File: src/rtl/pipeline_hazard_ctrl.sv
// ---------------------------------------------------------------------------
// pipeline_hazard_ctrl
//
// Purpose: hazard and sequencing control for the in-order pipeline. Watches
// the decoded control bundle in ID and EX and produces the PC / IF/ID / ID/EX
// write-enable and flush controls. It handles three cases:
//   - a load-use stall,
//   - a squash on control transfer (branch taken, JAL, JALR),
//   - a halt drain, after which the core reports halted.
//
// Optional feature: defining HAZARD_PERF_CNT_EN adds the stall_cycles and
// flush_cycles performance counters and their ports.
//
// Ports:
//   clk               rising-edge clock
//   reset_n           synchronous reset, active-low
//   id_halt           halt decoded for the instruction in ID
//   id_rs1, id_rs2    source registers of the instruction in ID
//   ex_mem_read       instruction in EX is a load
//   ex_rd             destination register of the instruction in EX
//   ex_ctrl_transfer  00 none, 01 branch, 10 JAL, 11 JALR (EX)
//   ex_branch_taken   branch condition result for the EX instruction
//   pc_write          PC register updates this cycle
//   ifid_write        IF/ID register loads (0: holds)
//   ifid_flush        IF/ID loads a bubble
//   idex_flush        ID/EX loads a bubble
//   halted            core halted; sticky until reset
//   stall_cycles      load-use stall cycle count (HAZARD_PERF_CNT_EN only)
//   flush_cycles      redirect flush cycle count (HAZARD_PERF_CNT_EN only)
//
// state  | meaning
// -------+--------------------------------------------------------------
// RUN    | normal issue; resolves redirect > load_use > halt > normal
// DRAIN  | halt accepted; bubbles into EX while older instructions retire
// HALTED | core stopped; only reset leaves this state
// ---------------------------------------------------------------------------
module pipeline_hazard_ctrl #(
    parameter int DRAIN_CYCLES = 3,
    parameter int CNT_W        = 32
) (
    input  logic             clk,
    input  logic             reset_n,
    input  logic             id_halt,
    input  logic [4:0]       id_rs1,
    input  logic [4:0]       id_rs2,
    input  logic             ex_mem_read,
    input  logic [4:0]       ex_rd,
    input  logic [1:0]       ex_ctrl_transfer,
    input  logic             ex_branch_taken,
    output logic             pc_write,
    output logic             ifid_write,
    output logic             ifid_flush,
    output logic             idex_flush,
`ifdef HAZARD_PERF_CNT_EN
    output logic [CNT_W-1:0] stall_cycles,
    output logic [CNT_W-1:0] flush_cycles,
`endif
    output logic             halted
);

    typedef enum logic [1:0] {
        RUN    = 2'd0,
        DRAIN  = 2'd1,
        HALTED = 2'd2
    } state_t;

    localparam logic [3:0] DRAIN_INIT = 4'(DRAIN_CYCLES - 1);

    state_t     state_q, state_d;
    logic [3:0] cnt_q, cnt_d;

    logic redirect;
    logic load_use;
    logic sel_stall;
    logic sel_flush;

    assign redirect = (ex_ctrl_transfer == 2'b10) ||
                      (ex_ctrl_transfer == 2'b11) ||
                      ((ex_ctrl_transfer == 2'b01) && ex_branch_taken);

    // A load to x0 never produces a value, so it can never cause a hazard.
    assign load_use = ex_mem_read && (ex_rd != 5'd0) &&
                      ((ex_rd == id_rs1) || (ex_rd == id_rs2));

    always_comb begin
        state_d    = state_q;
        cnt_d      = cnt_q;
        pc_write   = 1'b1;
        ifid_write = 1'b1;
        ifid_flush = 1'b0;
        idex_flush = 1'b0;
        halted     = 1'b0;
        sel_stall  = 1'b0;
        sel_flush  = 1'b0;

        case (state_q)
            RUN: begin
                if (redirect) begin
                    // The instruction in ID is on the wrong path, so a halt
                    // decoded there is discarded together with it.
                    ifid_flush = 1'b1;
                    idex_flush = 1'b1;
                    sel_flush  = 1'b1;
                end else if (load_use) begin
                    pc_write   = 1'b0;
                    ifid_write = 1'b0;
                    idex_flush = 1'b1;
                    sel_stall  = 1'b1;
                end else if (id_halt) begin
                    pc_write   = 1'b0;
                    ifid_write = 1'b0;
                    idex_flush = 1'b1;
                    state_d    = DRAIN;
                    cnt_d      = DRAIN_INIT;
                end
            end
            DRAIN: begin
                pc_write   = 1'b0;
                ifid_write = 1'b0;
                idex_flush = 1'b1;
                if (cnt_q == 4'd0) begin
                    state_d = HALTED;
                end else begin
                    cnt_d = cnt_q - 4'd1;
                end
            end
            HALTED: begin
                pc_write   = 1'b0;
                ifid_write = 1'b0;
                idex_flush = 1'b1;
                halted     = 1'b1;
            end
            default: begin
                state_d = RUN;
                cnt_d   = 4'd0;
            end
        endcase

        // While reset is held, keep the pipeline empty regardless of state.
        if (!reset_n) begin
            state_d    = RUN;
            cnt_d      = 4'd0;
            pc_write   = 1'b0;
            ifid_write = 1'b0;
            ifid_flush = 1'b1;
            idex_flush = 1'b1;
            halted     = 1'b0;
            sel_stall  = 1'b0;
            sel_flush  = 1'b0;
        end
    end

    always_ff @(posedge clk) begin
        if (!reset_n) begin
            state_q <= RUN;
            cnt_q   <= 4'd0;
        end else begin
            state_q <= state_d;
            cnt_q   <= cnt_d;
        end
    end

`ifdef HAZARD_PERF_CNT_EN
    logic [CNT_W-1:0] stall_cnt_q, stall_cnt_d;
    logic [CNT_W-1:0] flush_cnt_q, flush_cnt_d;

    // Both counters saturate rather than wrap.
    always_comb begin
        stall_cnt_d = stall_cnt_q;
        flush_cnt_d = flush_cnt_q;
        if (sel_stall && (stall_cnt_q != {CNT_W{1'b1}})) begin
            stall_cnt_d = stall_cnt_q + 1'b1;
        end
        if (sel_flush && (flush_cnt_q != {CNT_W{1'b1}})) begin
            flush_cnt_d = flush_cnt_q + 1'b1;
        end
    end

    always_ff @(posedge clk) begin
        if (!reset_n) begin
            stall_cnt_q <= '0;
            flush_cnt_q <= '0;
        end else begin
            stall_cnt_q <= stall_cnt_d;
            flush_cnt_q <= flush_cnt_d;
        end
    end

    assign stall_cycles = stall_cnt_q;
    assign flush_cycles = flush_cnt_q;
`endif

endmodule

File: config.mk
export PLATFORM = sky130hd
export DESIGN_NAME = pipeline_hazard_ctrl
export DESIGN_NICKNAME = d
export VERILOG_FILES = /design/src/rtl/pipeline_hazard_ctrl.sv
export SDC_FILE = /design/constraint.sdc
export NUM_CORES = 1
export LEC_CHECK = 0
export CORE_UTILIZATION = 40
export DETAILED_ROUTE_END_ITERATION = 12
export GPL_ROUTABILITY_DRIVEN = 0
export GPL_TIMING_DRIVEN = 0
export PLACE_DENSITY = 0.77
export SLEW_MARGIN = 0
export SYNTH_ARGS = -nofsm -noshare
export SYNTH_HDL_FRONTEND = slang
export SYNTH_SLANG_ARGS = --single-unit
File: constraint.sdc
create_clock -name clk -period 3.45 [get_ports clk]
set_input_delay 1.035 -clock clk [delete_from_list [all_inputs] [get_ports clk]]
set_output_delay 1.035 -clock clk [all_outputs]
set_load 0.01 [all_outputs]
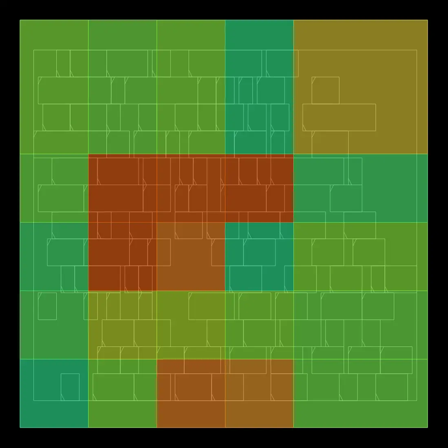
run_1/congestion.png
M3 GR Usage: 10.3%
busiest grt layer: met2
Util after Layout: 66.9%

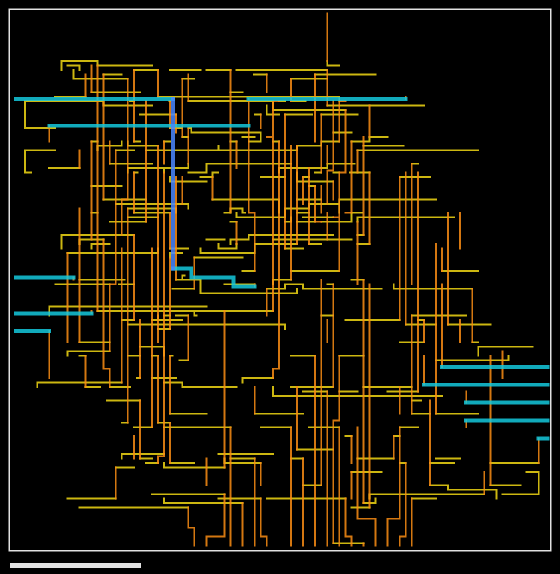
run_1/wires.png
The bar under the picture is 10 microns long.
metal 1: shown in yellow, wire length 641 microns. metal 4: shown in blue, wire length 12.9 microns. metal 2: shown in orange, wire length 802 microns. metal 3: shown in cyan, wire length 89.9 microns.
average wire per standard cell: 12.6 microns
GRT Resource Usage Total: 22.2%
Vias: 627
routed wire length: 1550 microns

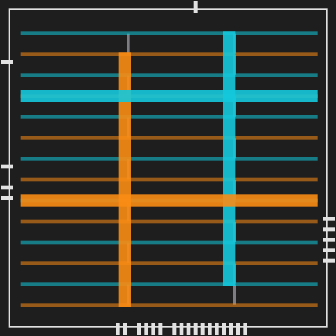
run_1/power_grid.png
Pins as bars on the die edge. Tap cells in gray.
VDD: shown in cyan. VSS: shown in orange.
27 signal pins sit on the boundary. 2 straps on met4. 15 tap cells.
core area: 1370 sq um
die y size: 41.1 microns
maximum vdd drop: 328 uV

==> results.py, run 1 <==
# Metrics from the implementation run
metrics = {
    "yosys": {
        "synth_stat.cells": 78,
        "syn_nets": 106,
    },
    "timing": {
        "holdWs_ps": 456,
        "finalHoldViolCount": 0,
        "fin_ws_ps": 51.9,
        "finalClockSkew_ps": 3.98,
        "max_freq_ghz": 0.294,
        "rsz0062_at_grt": "true",
    },
    "placed_design": {
        "hpwl_microns": 1170,
        "placed_area_sq_um": 891,
    },
    "setup_path": {
        "critical_path_class": "primary input to output pin",
        "max_stage_delay_ps": 530,
        "worstPathBufferInverterCount": 2,
        "critPathCaptureType": "output pin",
    },
    "power_and_ir_drop": {
        "p_leak_nw": 0.415,
        "power_density_nw_per_um2": 442,
        "seqPwrFrac_pct": 24.6,
        "p_clk_share_pct": 16.4,
    },
    "worst_hold_path": {
        "hold_class": "flip-flop to flip-flop",
    },
    "final_layout": {
        "drive_gt1_share_pct": 22.2,
        "num-fill-cells": 127,
        "layout_top_cell": "dlygate4sd2_1",
        "antenna_cells": 0,
        "final_area_sq_um": 915,
        "nNetsFinal": 138,
    },
    "global_route": {
        "grt_pass1_vias": 560,
        "grt_first_pass_wirelength_microns": 2300,
    },
    "cts": {
        "cts-root-buf": "clkbuf_4",
        "clock_latency_ps": 250,
        "path_clk_slew_ps": 50,
    },
    "run": {
        "openroad.warnings": 31,
    },
    "drt": {
        "ant_nets": 0,
    },
    "outcome": {
        "status": "finished clean",
    },
    "floorplan": {
        "core.rowCount": 13,
    },
}
-- run 1: final timing paths --
check	start	endpoint	slack, ps	cells after the start
worst max-delay path	ex_rd[2]	ifid_write	50	7
worst min-delay path	cnt_q[1]$_SDFFE_PN0P_	cnt_q[1]$_SDFFE_PN0P_	460	2
worst max register to register	state_q[1]$_SDFFE_PN0P_	state_q[0]$_SDFFE_PN0P_	1710	7
worst min register to register	cnt_q[1]$_SDFFE_PN0P_	cnt_q[1]$_SDFFE_PN0P_	460	2
-- run 1: tightest hold or removal path: cells and delay by family (launching register included) --
kind / cells / cell delay [ps]
AND/OR/NAND/NOR: 1 / 60
flip-flops: 1 / 300
AND-OR/OR-AND: 1 / 50
-- run 1: logic make-up after synthesis --
kind of cell	after synthesis	synth area share (%)
multiplexers	1	1.64
AND/OR/NAND/NOR	29	25.0
buffers and inverters	9	6.75
adder cells (fa/ha/maj)	6	12.3
XOR/XNOR	10	14.3
AND-OR/OR-AND	17	20.4
flip-flops	6	19.6
-- run 1: sequential cells by signal, summed over array words and instances, names as in the netlist --
| register | cells |
|---|---|
| cnt_q | 4 |
| state_q | 2 |
-- run 1: through the flow --
stage	util, %	std cells
final	66.9	123
after global routing	66.9	123
after CTS	66.4	123
after detailed placement	65.2	119
after global placement	65.2	119
after floorplan	-	78
-- run 1: power by group through the flow --
stage / clock network [W] / logic (W) / registers [W]
5_1_grt: 0.0000721 / 0.000267 / 0.000102
3_5_place_dp: 0 / 0.000238 / 0.000101
3_3_place_gp: 0 / 0.000235 / 0.0000990
6_report: 0.0000662 / 0.000238 / 0.0000993
4_1_cts: 0.0000700 / 0.000237 / 0.0000992
2_1_floorplan: 0 / 0.000162 / 0.0000966
-- run 1: cell type report --
class	count	area [sq um]	share of cell area (%)
repair buffers	28	241	26.4
inverters	7	26.3	2.87
plain buffers	1	11.3	1.23
multi-input cells	63	474	51.8
flip-flops and latches	6	120	13.1
well taps	15	18.8	2.05
clock buffers	3	22.5	2.46
-- run 1: layer usage --
layer / track usage (%) / part of all wire, % / up-vias
met3: 10.3 / 5.8 / 2
met2: 39.1 / 52 / 13
met5: 0 / 0 / -
met4: 11.3 / 0.78 / 0
li1: - / - / 331
met1: 21.5 / 41 / 281
-- run 1: synthesized netlist by cell type (all sizes together) --
master / count
and2: 1
a21o: 1
ha: 6
or2: 1
inv: 7
and3: 2
a21boi: 1
a21oi: 3
nand3b: 1
nand3: 6
o21ai: 6
nor2b: 1
xor2: 10
nand2: 7
o211a: 1
nor2: 6
buf: 2
nand2b: 1
a41oi: 1
nor3: 2
a22oi: 1
o32ai: 1
or4: 1
o211ai: 1
mux2i: 1
dfxtp: 6
a32oi: 1
-- run 1: what timing repair did --
action / in CTS / in global routing
endpoints found under the hold margin: 0 / 0
pin swaps: 11 / 2
endpoints found under the setup margin: 4 / 4
gates resized: 46 / 2
buffers inserted: 2 / 0
hold buffers: 0 / 0
==> inputs of run 2 (changes only) <==
--- a/config.mk
+++ b/config.mk
@@ -10,6 +10,7 @@
 export GPL_ROUTABILITY_DRIVEN = 0
 export GPL_TIMING_DRIVEN = 0
 export PLACE_DENSITY = 0.77
+export RECOVER_POWER = 50
 export SLEW_MARGIN = 0
 export SYNTH_ARGS = -nofsm -noshare
 export SYNTH_HDL_FRONTEND = slang
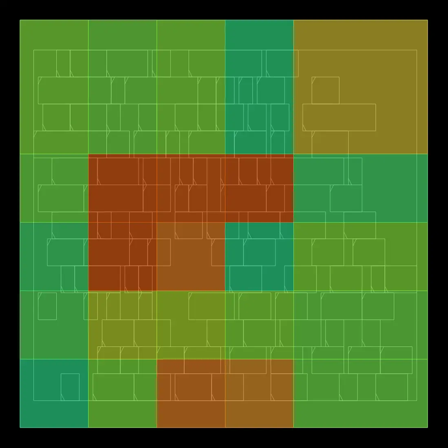
run_2/congestion.png
grt met1 use: 21.5%
met2 Use GR: 39.1%

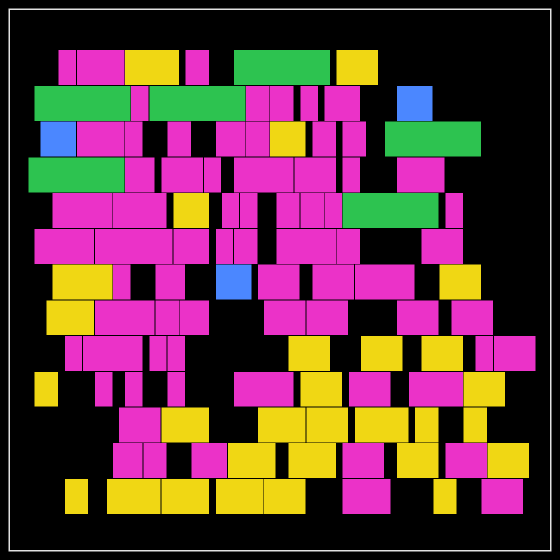
run_2/placement_by_type.png
combinational and other logic: shown in magenta, cells 70. clock drivers: shown in blue, cells 3. sequential cells: shown in green, cells 6. remaining buffers and delay cells: shown in yellow, cells 29.
Seq/total area: 13.1%
row cnt: 13
post-route cell area: 915 sq um

==> results.py, run 2 <==
# Metrics from the implementation run
metrics = {
    "yosys": {
        "edf_count": 0,
        "top_cell": "xor2_1",
        "synth-main-ff-cell": "dfxtp_1",
        "synth_stat.cells": 78,
    },
    "timing": {
        "finalClockSkew_ps": 3.98,
    },
    "outcome": {
        "status": "finished clean",
    },
    "run": {
        "openroad.warnings": 31,
    },
    "final_layout": {
        "layout_top_cell": "dlygate4sd2_1",
        "utilization_pct": 66.9,
        "antenna_cells": 0,
    },
    "cts": {
        "ctsHoldBuffers": 0,
        "clock_latency_ps": 250,
        "path_clk_slew_ps": 50,
    },
    "global_route": {
        "grt_usage_pct": 22.2,
    },
    "drt": {
        "vias": 627,
        "ant_nets": 0,
        "wl_microns": 1550,
        "wire_per_inst_microns": 12.6,
    },
    "worst_hold_path": {
        "hold_class": "flip-flop to flip-flop",
    },
    "placed_design": {
        "hpwl_microns": 1170,
    },
}
[run 2: area by class of cell]
class | count | area (sq um)
tap | 15 | 18.8
timing repair buffer | 28 | 241
fill | 127 | 452
clock buffer | 3 | 22.5
inverter | 7 | 26.3
multi-input combinational | 63 | 474
sequential | 6 | 120
buffer | 1 | 11.3
[run 2: final timing paths]
check	from	to	slack [ps]	cells after the start
max	ex_rd[2]	ifid_write	50	7
min	cnt_q[1]$_SDFFE_PN0P_	cnt_q[1]$_SDFFE_PN0P_	460	2
max reg2reg	state_q[1]$_SDFFE_PN0P_	state_q[0]$_SDFFE_PN0P_	1710	7
min reg2reg	cnt_q[1]$_SDFFE_PN0P_	cnt_q[1]$_SDFFE_PN0P_	460	2
[run 2: logic make-up after synthesis]
family / synth area share [%]
adder cells (fa/ha/maj): 12.3
XOR/XNOR: 14.3
multiplexers: 1.64
flip-flops: 19.6
buffers and inverters: 6.75
AND-OR/OR-AND: 20.4
AND/OR/NAND/NOR: 25.0
[run 2: per-layer routing]
metal  vias to the layer above  track usage [%]  part of all wire (%)
met2                        13             39.1                    52
met1                       281             21.5                    41
met3                         2             10.3                   5.8
met5                         -                0                     0
li1                        331                -                     -
met4                         0             11.3                  0.78
[run 2: where the power goes]
part / total, W / internal [W] / leakage (nW) / switching (W)
registers: 0.0000993 / 0.0000863 / 0.0489 / 0.0000130
clock network: 0.0000662 / 0.0000394 / 0.0138 / 0.0000268
logic: 0.000238 / 0.000112 / 0.352 / 0.000126
[run 2: critical path: stages]
cell and delay (ps):
buf_2 120, or4_4 530, o211ai_2 190, or2_4 180, a21oi_2 60, nor2_2 110, buf_2 150
[run 2: repair_timing]
| item | in CTS | in global routing |
|---|---|---|
| setup endpoints to repair | 4 | 4 |
| buffers inserted | 2 | 0 |
| gates resized | 46 | 2 |
| cloned | 0 | 0 |
| pin swaps | 11 | 2 |
[run 2: through the flow]
step | cell area, sq um | instances | hold WS, ps | total power, W
finish | 915 | 123 | 456 | 0.000404
global route | 915 | 123 | 495 | 0.000441
CTS | 907 | 123 | 456 | 0.000406
detailed placement | 891 | 119 | 449 | 0.000339
global placement | 891 | 119 | 444 | 0.000334
floorplan | 612 | 78 | 437 | 0.000258
Power and IR drop assume default switching activity.
